`src/rtl/lc3b_types.sv`:
```
// Shared LC-3b types: performance-counter select type and event index map.
package lc3b_types;

    typedef logic [2:0] lc3b_perf_sel;

    localparam lc3b_perf_sel PERF_INSTR   = 3'd0;
    localparam lc3b_perf_sel PERF_NOP     = 3'd1;
    localparam lc3b_perf_sel PERF_IC_ACC  = 3'd2;
    localparam lc3b_perf_sel PERF_IC_MISS = 3'd3;
    localparam lc3b_perf_sel PERF_DC_ACC  = 3'd4;
    localparam lc3b_perf_sel PERF_DC_MISS = 3'd5;
    localparam lc3b_perf_sel PERF_L2_ACC  = 3'd6;
    localparam lc3b_perf_sel PERF_L2_MISS = 3'd7;

endpackage

```
`src/rtl/perf_counter.sv`:
```
// Single event counter with clear, freeze, sticky overflow and
// selectable saturate/wrap behaviour at all-ones.
module perf_counter
    import lc3b_types::*;
#(
    parameter int CNT_WIDTH = 16,
    parameter int SATURATE  = 1
) (
    input  logic                 clk,
    input  logic                 reset,
    input  logic                 inc,
    input  logic                 clear,
    input  logic                 freeze,
    output logic [CNT_WIDTH-1:0] cnt,
    output logic                 ovf
);

    logic [CNT_WIDTH-1:0] cnt_q, cnt_d;
    logic                 ovf_q, ovf_d;

    // Increment by one; at all-ones either hold (saturate) or roll to zero.
    function automatic logic [CNT_WIDTH-1:0] next_count(input logic [CNT_WIDTH-1:0] c);
        if (&c) begin
            return (SATURATE != 0) ? c : '0;
        end
        return c + 1'b1;
    endfunction

    // Next-state: clear beats freeze, freeze beats the event.
    always_comb begin
        cnt_d = cnt_q;
        ovf_d = ovf_q;
        if (clear) begin
            cnt_d = '0;
            ovf_d = 1'b0;
        end else if (!freeze && inc) begin
            cnt_d = next_count(cnt_q);
            if (&cnt_q) begin
                ovf_d = 1'b1;
            end
        end
    end

    // Counter and sticky overflow registers.
    always_ff @(posedge clk) begin
        if (reset) begin
            cnt_q <= '0;
            ovf_q <= 1'b0;
        end else begin
            cnt_q <= cnt_d;
            ovf_q <= ovf_d;
        end
    end

    assign cnt = cnt_q;
    assign ovf = ovf_q;

endmodule

```
`src/rtl/perf_counter_bank.sv`:
```
// Bank of event counters with coherent snapshot and a registered,
// one-cycle-latency read port over live or snapshot values.
module perf_counter_bank
    import lc3b_types::*;
#(
    parameter int NUM_CNT   = 8,
    parameter int CNT_WIDTH = 16,
    parameter int SEL_WIDTH = 3,
    parameter int SATURATE  = 1
) (
    input  logic                 clk,
    input  logic                 reset,
    input  logic [NUM_CNT-1:0]   event_i,
    input  logic                 freeze,
    input  logic                 clear,
    input  logic                 snap,
    input  logic                 rd_en,
    input  logic [SEL_WIDTH-1:0] rd_sel,
    input  logic                 rd_snap,
    output logic                 rd_valid,
    output logic [CNT_WIDTH-1:0] rd_data,
    output logic [NUM_CNT-1:0]   ovf,
    output logic                 snap_valid
);

    logic [CNT_WIDTH-1:0] cnt    [NUM_CNT];
    logic [CNT_WIDTH-1:0] snap_q [NUM_CNT];
    logic [CNT_WIDTH-1:0] snap_d [NUM_CNT];
    logic                 snap_valid_q, snap_valid_d;
    logic [CNT_WIDTH-1:0] rd_data_q, rd_data_d;
    logic                 rd_valid_q, rd_valid_d;

    for (genvar g = 0; g < NUM_CNT; g++) begin : g_cnt
        perf_counter #(
            .CNT_WIDTH(CNT_WIDTH),
            .SATURATE (SATURATE)
        ) u_cnt (
            .clk   (clk),
            .reset (reset),
            .inc   (event_i[g]),
            .clear (clear),
            .freeze(freeze),
            .cnt   (cnt[g]),
            .ovf   (ovf[g])
        );
    end

    // Snapshot captures the pre-update live values; clear and freeze do not gate it.
    always_comb begin
        snap_d       = snap_q;
        snap_valid_d = snap_valid_q | snap;
        if (snap) begin
            snap_d = cnt;
        end
    end

    // Read mux: out-of-range selects return zero; rd_data holds while idle.
    always_comb begin
        rd_data_d  = rd_data_q;
        rd_valid_d = rd_en;
        if (rd_en) begin
            rd_data_d = '0;
            for (int i = 0; i < NUM_CNT; i++) begin
                if (rd_sel == SEL_WIDTH'(i)) begin
                    rd_data_d = rd_snap ? snap_q[i] : cnt[i];
                end
            end
        end
    end

    // Snapshot and read-port registers.
    always_ff @(posedge clk) begin
        if (reset) begin
            for (int i = 0; i < NUM_CNT; i++) begin
                snap_q[i] <= '0;
            end
            snap_valid_q <= 1'b0;
            rd_data_q    <= '0;
            rd_valid_q   <= 1'b0;
        end else begin
            snap_q       <= snap_d;
            snap_valid_q <= snap_valid_d;
            rd_data_q    <= rd_data_d;
            rd_valid_q   <= rd_valid_d;
        end
    end

    assign rd_data    = rd_data_q;
    assign rd_valid   = rd_valid_q;
    assign snap_valid = snap_valid_q;

endmodule

```
`config.mk`:
```
export PLATFORM = sky130hd
export DESIGN_NAME = perf_counter_bank
export DESIGN_NICKNAME = d
export VERILOG_FILES = /design/src/rtl/lc3b_types.sv /design/src/rtl/perf_counter.sv /design/src/rtl/perf_counter_bank.sv
export SDC_FILE = /design/constraint.sdc
export NUM_CORES = 1
export LEC_CHECK = 0
export ABC_CLOCK_PERIOD_IN_PS = 3290
export CAP_MARGIN = 25
export CELL_PAD_IN_SITES_DETAIL_PLACEMENT = 0
export CELL_PAD_IN_SITES_GLOBAL_PLACEMENT = 1
export CORE_MARGIN = 1.5
export CORE_UTILIZATION = 52
export CTS_CLUSTER_SIZE = 10
export DETAILED_ROUTE_END_ITERATION = 8
export GPL_ROUTABILITY_DRIVEN = 0
export PLACE_DENSITY = 0.95
export SLEW_MARGIN = 30
export SYNTH_ARGS = -nofsm -noshare
export SYNTH_HDL_FRONTEND = slang
export SYNTH_SLANG_ARGS = --single-unit
```
`constraint.sdc`:
```
create_clock -name clk -period 3.29 [get_ports clk]
set_input_delay 0.987 -clock clk [delete_from_list [all_inputs] [get_ports clk]]
set_output_delay 0.987 -clock clk [all_outputs]
set_load 0.02 [all_outputs]
```
Clock network drawn from the DEF:
(3 px per um)
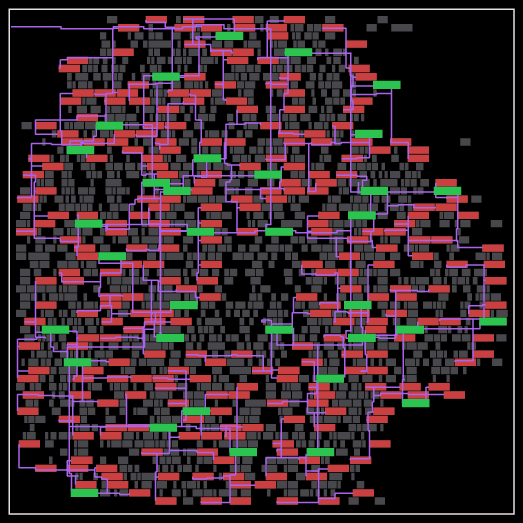
legend:
  green:
    item: clock-net drivers
    count: 34
  purple:
    item: clock wires
    length: 3530 um
  red:
    item: flip-flops
    count: 282
flops lie: all over the die
routed clock nets: 35

I/O nets highlighted:
(3 px per um)
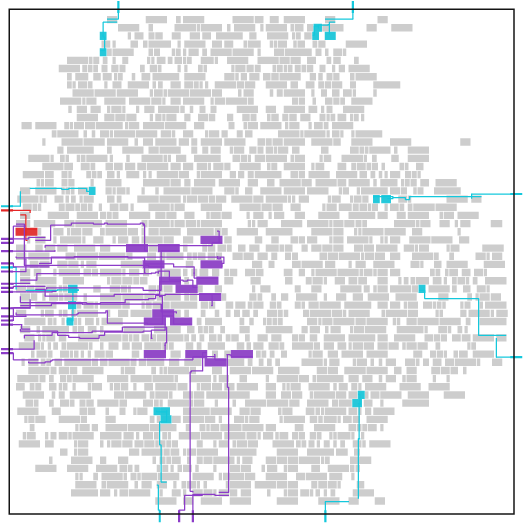
legend:
  purple:
    port: rd_data
    bits: 16
    direction: output
    edge: 14 west, 2 south
    end_cells: 16
    buffers: 16
    wire: 1200 um
  cyan:
    port: event_i
    bits: 8
    direction: input
    edge: 2 east, 2 south, 2 west, 2 north
    end_cells: 17
    buffers: 8
    wire: 321 um
  red:
    port: snap_valid
    bits: 1
    direction: output
    edge: west
    end_cells: 1
    buffers: 1
    wire: 21.5 um

The clock network:
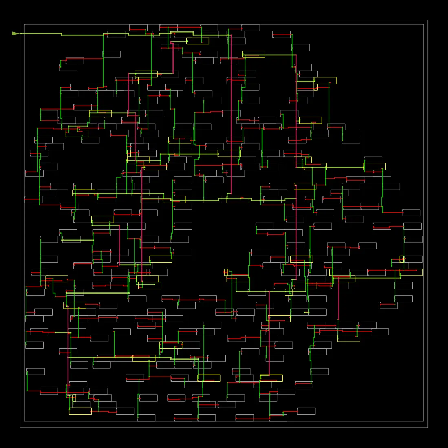
clk_skew: 0.0234 ns
clk pwr: 3310 uW

Cell classes on the final placement:
(1.5 px per um)
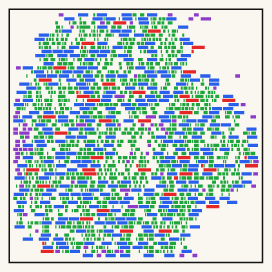
legend:
  red:
    class: clock drivers and dummy loads
    cells: 45
  green:
    class: remaining logic cells
    cells: 1178
  purple:
    class: remaining buffers and delay cells
    cells: 73
  blue:
    class: registers
    cells: 282

==> impl_metrics.env <==
# implementation run metrics
export IMPL_buffers=73
export IMPL_arrival_ns=3.07
export IMPL_io_pin_count=44
export IMPL_highest_layer="met4"
export IMPL_antenna_cells=1
export IMPL_drive_gt1_share_pct=6.59
export IMPL_comb_cell_share_pct=50.2
export IMPL_status="finished clean"
export IMPL_r2r_setup_slack_ns=1.37
export IMPL_crit_chain="clkdlybuf4s50_1 -> nand3b_1 -> o22ai_1 -> a211oi_1 -> o32ai_2"
export IMPL_design_seq_count=282
export IMPL_worst_setup_path_start_kind="input port"
export IMPL_end_kind="register"
export IMPL_peakVddDrop_uv=394
export IMPL_yosys_cells=1576
export IMPL_syn_area_um2=14100
export IMPL_wl_met2_um=15900
export IMPL_flop_cell="dfxtp_1"
export IMPL_crit_fanout=16
export IMPL_warnings=29
export IMPL_final_common_cell="dfxtp_1"
export IMPL_xor_share_pct=4.96
export IMPL_power_sequential_uw=3460
export IMPL_cts_hold_buffers=0
export IMPL_worstSetupPathDepth=5
export IMPL_synthCells=1576
export IMPL_num_rows=60
export IMPL_p_int_uw=5540
export IMPL_die_h_um=168
export IMPL_finalClockPeriodUsage_pct=80.1
export IMPL_synthToLayoutAreaGrowth_pct=11.0
export IMPL_nNonClkInverters=13
export IMPL_avgSynthCellArea_um2=8.96
export IMPL_critical_path_top_delay_family="AND-OR/OR-AND gates"
export IMPL_fin_util_pct=58.5
export IMPL_clock_sinks=282
export IMPL_grt_pass1_vias=10916
export IMPL_post_cts_resized=0
export IMPL_grt_pass1_wl_um=58000
export IMPL_clkbuf_count=43
export IMPL_htree_num_levels=2
export IMPL_grt_overflow_total=0
export IMPL_fin_nets=1595
export IMPL_drc=0
export IMPL_synthArstFlopShare_pct=0
export IMPL_post_layout_total_power_uw=7240
export IMPL_holdPathStages=1
export IMPL_largest_cell_class="multi-input combinational cells"
export IMPL_antenna_found_initial=1
export IMPL_register_area_um2=5650
export IMPL_dieArea_um2=28100
export IMPL_top_cell="dfxtp_1"
export IMPL_ys_warnings_count=0
export IMPL_drtIter0Drc=867
export IMPL_setup_viol=0
export IMPL_largest_area_cell="dfxtp_1"
export IMPL_switching_power_uw=1690
export IMPL_cts_made_buffers=34
export IMPL_cp_data_required_time_ns=3.72
export IMPL_critPathSlowestCell="nand3b_1"
export IMPL_leakage_uw=0.00580
export IMPL_slew_headroom_pct=51.2
export IMPL_yosys_area_um2=14100
export IMPL_met3_length_um=2000
export IMPL_grt_met2_usage_pct=39.9
export IMPL_clock_latency_ns=0.52
export IMPL_use_met3_pct=3.73
export IMPL_top_cell_area_share_pct=40.0
export IMPL_grt_max_degree=146
export IMPL_hpwlAfterDp_um=24600
export IMPL_portBuffers=43
export IMPL_fmax_mhz=380
export IMPL_use_met1_pct=35.8
export IMPL_postCtsSetupBuffers=0
export IMPL_tightest_slew_ns=0.733
export IMPL_clk_share_pct=5.96
export IMPL_slew_viol_final=0
export IMPL_nonClkBufAreaFrac_pct=4.74
export IMPL_final_hold_viol_count=0
export IMPL_top_usage_layer="met2"
export IMPL_wl_met1_um=16900
export IMPL_vias=11637
export IMPL_ys_ff=282
export IMPL_fin_crit_ns=2.63
export IMPL_area_leaders="dfxtp_1 40%, mux2i_1 16%, nor2_1 7.0%"
export IMPL_powerDensity_nw_per_um2=462
export IMPL_drt_pass1_iter_count=5
export IMPL_final_cell_mix="282 x dfxtp_1, 263 x nor2_1, 229 x mux2i_1"
export IMPL_edf_count=0
==> metrics by stage <==
stage	setup WS, ns	cell area, um2
after floorplan	0.917	14100
after global placement	0.236	14700
after detailed placement	0.201	14700
after CTS	0.694	15700
after global routing	0.495	15700
final	0.655	15700
==> final timing paths <==
check                                      startpoint                      to
worst max-delay path                        rd_sel[0]              rd_data[8]
worst min-delay path               g_cnt[2].u_cnt.ovf      g_cnt[2].u_cnt.ovf
worst max register to register  g_cnt[3].u_cnt.cnt[3]  g_cnt[3].u_cnt.cnt[15]
worst min register to register     g_cnt[2].u_cnt.ovf      g_cnt[2].u_cnt.ovf
Power and IR drop assume default switching activity.
